### src/rtl/delay_init_counter_pkg.sv
`default_nettype none
// ============================================================================
// Module      : delay_init_counter_pkg
// Description : Shared direction/mode encodings and a clog2 helper for the
//               delay_init_counter family.
// Revision    : 1.0 - initial release
// ============================================================================
package delay_init_counter_pkg;

    localparam logic DIR_UP   = 1'b1;
    localparam logic DIR_DOWN = 1'b0;

    localparam int MODE_WRAP = 0;
    localparam int MODE_SAT  = 1;

    // Bits needed to hold values 0..value-1; parents use it to size WIDTH from MODULUS.
    function automatic int clog2(input int value);
        int result;
        int remaining;
        result    = 0;
        remaining = value - 1;
        while (remaining > 0) begin
            result    = result + 1;
            remaining = remaining >> 1;
        end
        return result;
    endfunction

endpackage : delay_init_counter_pkg
`default_nettype wire

### src/rtl/delay_init_counter_step.sv
`default_nettype none
// ============================================================================
// Module      : delay_init_counter_step
// Description : Combinational next-count calculation for one enabled step,
//               with wrap or saturate handling at the range limits.
// Revision    : 1.0 - initial release
// ============================================================================
module delay_init_counter_step
    import delay_init_counter_pkg::*;
#(
    parameter int WIDTH    = 8,
    parameter int MODULUS  = 256,
    parameter int STEP     = 1,
    parameter int SATURATE = 0
) (
    input  logic [WIDTH-1:0] i_cnt,
    input  logic             i_dir,
    output logic [WIDTH-1:0] o_next,
    output logic             o_limit_hit
);

    // One extra bit so cnt + STEP and cnt + MODULUS can never overflow.
    localparam logic [WIDTH:0]   C_MOD   = (WIDTH+1)'(MODULUS);
    localparam logic [WIDTH:0]   C_MAX   = (WIDTH+1)'(MODULUS - 1);
    localparam logic [WIDTH:0]   C_STEP  = (WIDTH+1)'(STEP);
    localparam logic [WIDTH-1:0] C_MAX_N = WIDTH'(MODULUS - 1);

    logic [WIDTH:0] w_cnt_ext;
    logic [WIDTH:0] w_sum;

    always_comb begin
        w_cnt_ext   = {1'b0, i_cnt};
        w_sum       = w_cnt_ext + C_STEP;
        o_next      = i_cnt;
        o_limit_hit = 1'b0;

        if (i_dir == DIR_UP) begin
            if (w_sum <= C_MAX) begin
                o_next = WIDTH'(w_sum);
            end else begin
                o_limit_hit = 1'b1;
                o_next      = (SATURATE == MODE_SAT) ? C_MAX_N : WIDTH'(w_sum - C_MOD);
            end
        end else begin
            if (w_cnt_ext >= C_STEP) begin
                o_next = WIDTH'(w_cnt_ext - C_STEP);
            end else begin
                o_limit_hit = 1'b1;
                o_next      = (SATURATE == MODE_SAT) ? '0 : WIDTH'(w_cnt_ext + C_MOD - C_STEP);
            end
        end
    end

endmodule : delay_init_counter_step
`default_nettype wire

### src/rtl/delay_init_counter.sv
`default_nettype none
// ============================================================================
// Module      : delay_init_counter
// Description : Parametrised up/down counter with init value, step, modulus,
//               wrap/saturate mode and a registered wrap/limit event flag.
// Revision    : 1.0 - initial release
// ============================================================================
module delay_init_counter
    import delay_init_counter_pkg::*;
#(
    parameter int WIDTH     = 8,
    parameter int INIT      = 0,
    parameter int MODULUS   = 256,
    parameter int STEP      = 1,
    parameter int SATURATE  = 0,
    parameter int OUT_WIDTH = 32
) (
    input  logic                 clk,
    input  logic                 reset,
    input  logic                 io_en,
    input  logic                 io_dir,
    input  logic                 io_load,
    input  logic [WIDTH-1:0]     io_load_val,
    input  logic                 io_clear,
    output logic [OUT_WIDTH-1:0] io_out,
    output logic                 io_wrap
);

    generate
        if (WIDTH < 1 || WIDTH > 31) begin : g_check_width
            $error("delay_init_counter: WIDTH must be in 1..31");
        end
        if (MODULUS < 2 || MODULUS > (1 << WIDTH)) begin : g_check_modulus
            $error("delay_init_counter: MODULUS must satisfy 2 <= MODULUS <= 2**WIDTH");
        end
        if (INIT < 0 || INIT >= MODULUS) begin : g_check_init
            $error("delay_init_counter: INIT must satisfy 0 <= INIT < MODULUS");
        end
        if (STEP < 1 || STEP >= MODULUS) begin : g_check_step
            $error("delay_init_counter: STEP must satisfy 1 <= STEP < MODULUS");
        end
        if (SATURATE != MODE_WRAP && SATURATE != MODE_SAT) begin : g_check_mode
            $error("delay_init_counter: SATURATE must be 0 or 1");
        end
        if (OUT_WIDTH < WIDTH) begin : g_check_out_width
            $error("delay_init_counter: OUT_WIDTH must be >= WIDTH");
        end
    endgenerate

    localparam logic [WIDTH-1:0] C_INIT  = WIDTH'(INIT);
    localparam logic [WIDTH:0]   C_MAX   = (WIDTH+1)'(MODULUS - 1);
    localparam logic [WIDTH-1:0] C_MAX_N = WIDTH'(MODULUS - 1);

    logic [WIDTH-1:0] cnt_q;
    logic [WIDTH-1:0] cnt_d;
    logic             wrap_q;
    logic             wrap_d;
    logic [WIDTH-1:0] step_next;
    logic             step_limit_hit;

    delay_init_counter_step #(
        .WIDTH    (WIDTH),
        .MODULUS  (MODULUS),
        .STEP     (STEP),
        .SATURATE (SATURATE)
    ) u_step (
        .i_cnt       (cnt_q),
        .i_dir       (io_dir),
        .o_next      (step_next),
        .o_limit_hit (step_limit_hit)
    );

    always_comb begin
        cnt_d  = cnt_q;
        wrap_d = 1'b0;
        if (io_clear) begin
            cnt_d = C_INIT;
        end else if (io_load) begin
            // Out-of-range loads clamp to the top of the range rather than truncating.
            cnt_d = ({1'b0, io_load_val} > C_MAX) ? C_MAX_N : io_load_val;
        end else if (io_en) begin
            cnt_d  = step_next;
            wrap_d = step_limit_hit;
        end
    end

    always_ff @(posedge clk) begin
        if (reset) begin
            cnt_q  <= C_INIT;
            wrap_q <= 1'b0;
        end else begin
            cnt_q  <= cnt_d;
            wrap_q <= wrap_d;
        end
    end

    assign io_out  = OUT_WIDTH'(cnt_q);
    assign io_wrap = wrap_q;

endmodule : delay_init_counter
`default_nettype wire

### config.mk
export PLATFORM = sky130hd
export DESIGN_NAME = delay_init_counter
export DESIGN_NICKNAME = d
export VERILOG_FILES = /design/src/rtl/delay_init_counter_pkg.sv /design/src/rtl/delay_init_counter_step.sv /design/src/rtl/delay_init_counter.sv
export SDC_FILE = /design/constraint.sdc
export NUM_CORES = 1
export LEC_CHECK = 0
export CORE_UTILIZATION = 35
export CTS_CLUSTER_DIAMETER = 60
export DETAILED_ROUTE_END_ITERATION = 10
export PLACE_DENSITY_LB_ADDON = 0.1
export SLEW_MARGIN = 40
export SYNTH_ARGS = -nofsm -noshare
export SYNTH_HDL_FRONTEND = slang
export SYNTH_SLANG_ARGS = --single-unit
### constraint.sdc
create_clock -name clk -period 1.6 [get_ports clk]
set_input_delay 0.16 -clock clk [delete_from_list [all_inputs] [get_ports clk]]
set_output_delay 0.16 -clock clk [all_outputs]
set_load 0.03 [all_outputs]
==> summary.txt <==
Flop pwr share: 35.0%
Clock distribution power: 175 µW
Yosys warns: 0
CP Capture Type: flop
Seq area share: 16.24%
Part of the power in combinational logic: 40.6%
Initial DRC count: 7
Full die area: 0.002654 mm²
P_seq: 250 µW
Vias: 754
Comb. pwr: 291 µW
Min-Delay Path Depth: 3
Yosys cell count: 105
Most frequent logic cell in the layout: conb_1
Largest Register: cnt_q
Max stage delay on crit path: 0.57 ns
Init Core Util: 38.07%
Comb area leader: buffers and inverters
DP HPWL: 1405 µm
Crit-path slowest cell: or4_4
R2R setup slack: 0.004 ns
Synthesized instance count: 105
Cell breakdown of the critical path: or4_4 > o32ai_4 > and4_1 > a2111oi_2
Worst Hold Launch: io_load_val[0]
WL/cell: 11.04 µm
Clk buf depth: 2
Via density: 4.626
Mux frac, synth: 2.478%
R2r worst-path depth: 4
Final WL: 1799 µm
Post-Syn Area: 858.3 µm²
Cell taking the most area after synthesis: dfxtp_1
Clock buffer cells: 4
Combinational gates: 84
CP Class: reg -> reg
Share of cells above drive strength 1: 23.70%
Synth Area in Adders: 5.831%
Cell area leaders: dfxtp_1, buf_4, ha_1, nand2_1, xnor2_1
FF-to-FF Start: cnt_q[0]$_SDFFE_PP0P_
Max Cap Viol: 0
Synth Register Bits: 9
Number of fill cells: 239
CP arrival: 1.74 ns
Max FFs per register: 8
Die Y: 51.52 µm
Area post-placement: 0.001094 mm²
Nets@finish: 154
Hold buffers post-CTS: 0
RSZ-0062 raised after global routing: true
Simple share: 19.68%
Power Density: 607.5 mW/mm²
First-pass GRT wire length: 2877 µm
Antenna violations before repair: 0
Design Area, Final: 0.001179 mm²
VDD IR-drop max: 384.3 µV
Cell with the most instances after synthesis: buf_4
Critical Path RT: 1.74 ns
Comb/total area: 50.64%
Tap Cells: 28
Final setup fails: 0
Top Layout Cells: conb_1, clkdlybuf4s50_1, buf_4
Top-area cell share: 20.99%
Tool warnings: 32
Ys flop type: dfxtp_1
Worst Skew: 0.0003249 ns
Sw Share: 37.40%
Largest net degree at the start of global routing: 10
Non-CTS inverters: 4
Worst min path class: in -> reg
Cell-internal power: 448.3 µW
Drt pass-1 iters: 3
Ports: 47
Asr flop ratio synth: 0%
Crit Path Max Fanout: 5
Mapped Avg Cell Area: 8.175 µm²
P&R area growth vs syn: 37.32%
Final Wtd Congestion: 0.7606
Cycle use final: 99.74%
Remaining DRCs: 0
Number of global-route vias before repair: 667
Clk sinks: 9
Seq cells: 9
Synth Area in Compound Gates: 16.47%
H-tree levels: 1
Top power group: combinational cells
Status: finished clean
Register Area: 191.4 µm²
Max-slew violation count: 0
CTS root buf: clkbuf_4
Non-Clock Buffer Area Fraction: 26.65%
Post-CTS Resized: 6
CP startpoint: cnt_q[0]$_SDFFE_PP0P_
Non-clk bufs: 34
Worst hold slack: 0.4541 ns
Antenna cells: 0
Top cell category: logic gates
Total global routing overflow: 0
Pwr Total: 716.0 µW
Post-synth seq share: 20.99%
Width of the die: 51.52 µm
Net switching power: 267.8 µW
Leak: 0.5543 nW
==> metal layers <==
metal | share of wire (%) | global-route usage [%] | up-vias
li1 | - | - | 374
met1 | 45 | 17.65 | 349
met2 | 48 | 23.16 | 27
met3 | 4.7 | 1.754 | 4
met4 | 2.9 | 11.26 | 0
met5 | 0 | 0 | -
==> through the flow <==
stage               std cells  TNS [ns]  utilization [%]  setup WS, ns
floorplan                 128  -0.09486                -      -0.04706
global placement          158   -0.7588            48.50       -0.2143
detailed placement        158   -0.8689            48.50       -0.2554
CTS                       162  -0.06851            50.17      -0.05946
global route              163   -0.1746            52.28      -0.06483
finish                    163         0            52.28      0.004091
==> critical path: cells and delay by family, from the launching register on <==
family | cells | cell delay, ns
AND/OR/NAND/NOR | 2 | 0.82
flip-flops | 1 | 0.37
AND-OR/OR-AND | 2 | 0.29
==> images/closeup.png <==
Region (11, 21) to (41, 51) µm. Cells in gray, sequential cells in the stronger gray; small squares are vias.
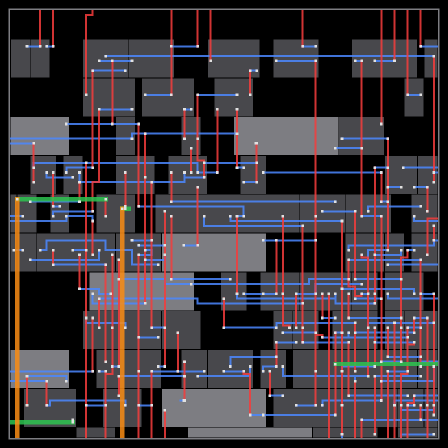
legend:
  red:
    layer: M2
  blue:
    layer: M1
  green:
    layer: M3
  orange:
    layer: M4
cells with their middle in the window: 62
most frequent: dfxtp_1 (6)
netlist names of flops here include: cnt_q (5), io_wrap (1)
sequential cells in the window: 6

==> images/gates.png <==
(10 px per µm)
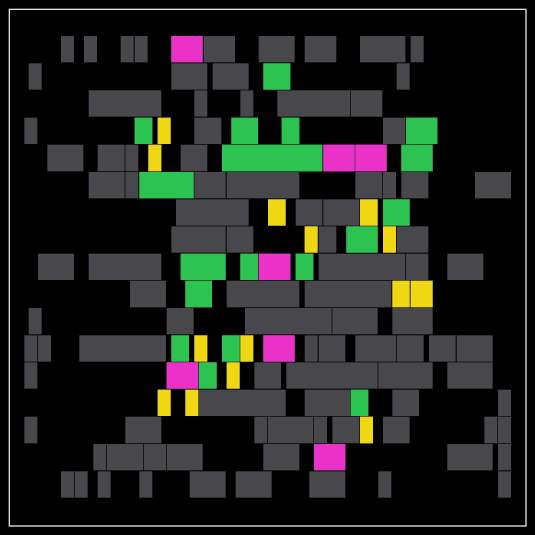
legend:
  magenta:
    family: xor and xnor cells
    cells: 7
    most_used: xnor2_1
  yellow:
    family: nand cells
    cells: 14
    most_used: nand2_1
  green:
    family: aoi and oai cells
    cells: 18
    most_used: a21oi_1

Power is estimated from default activity; no workload was simulated.
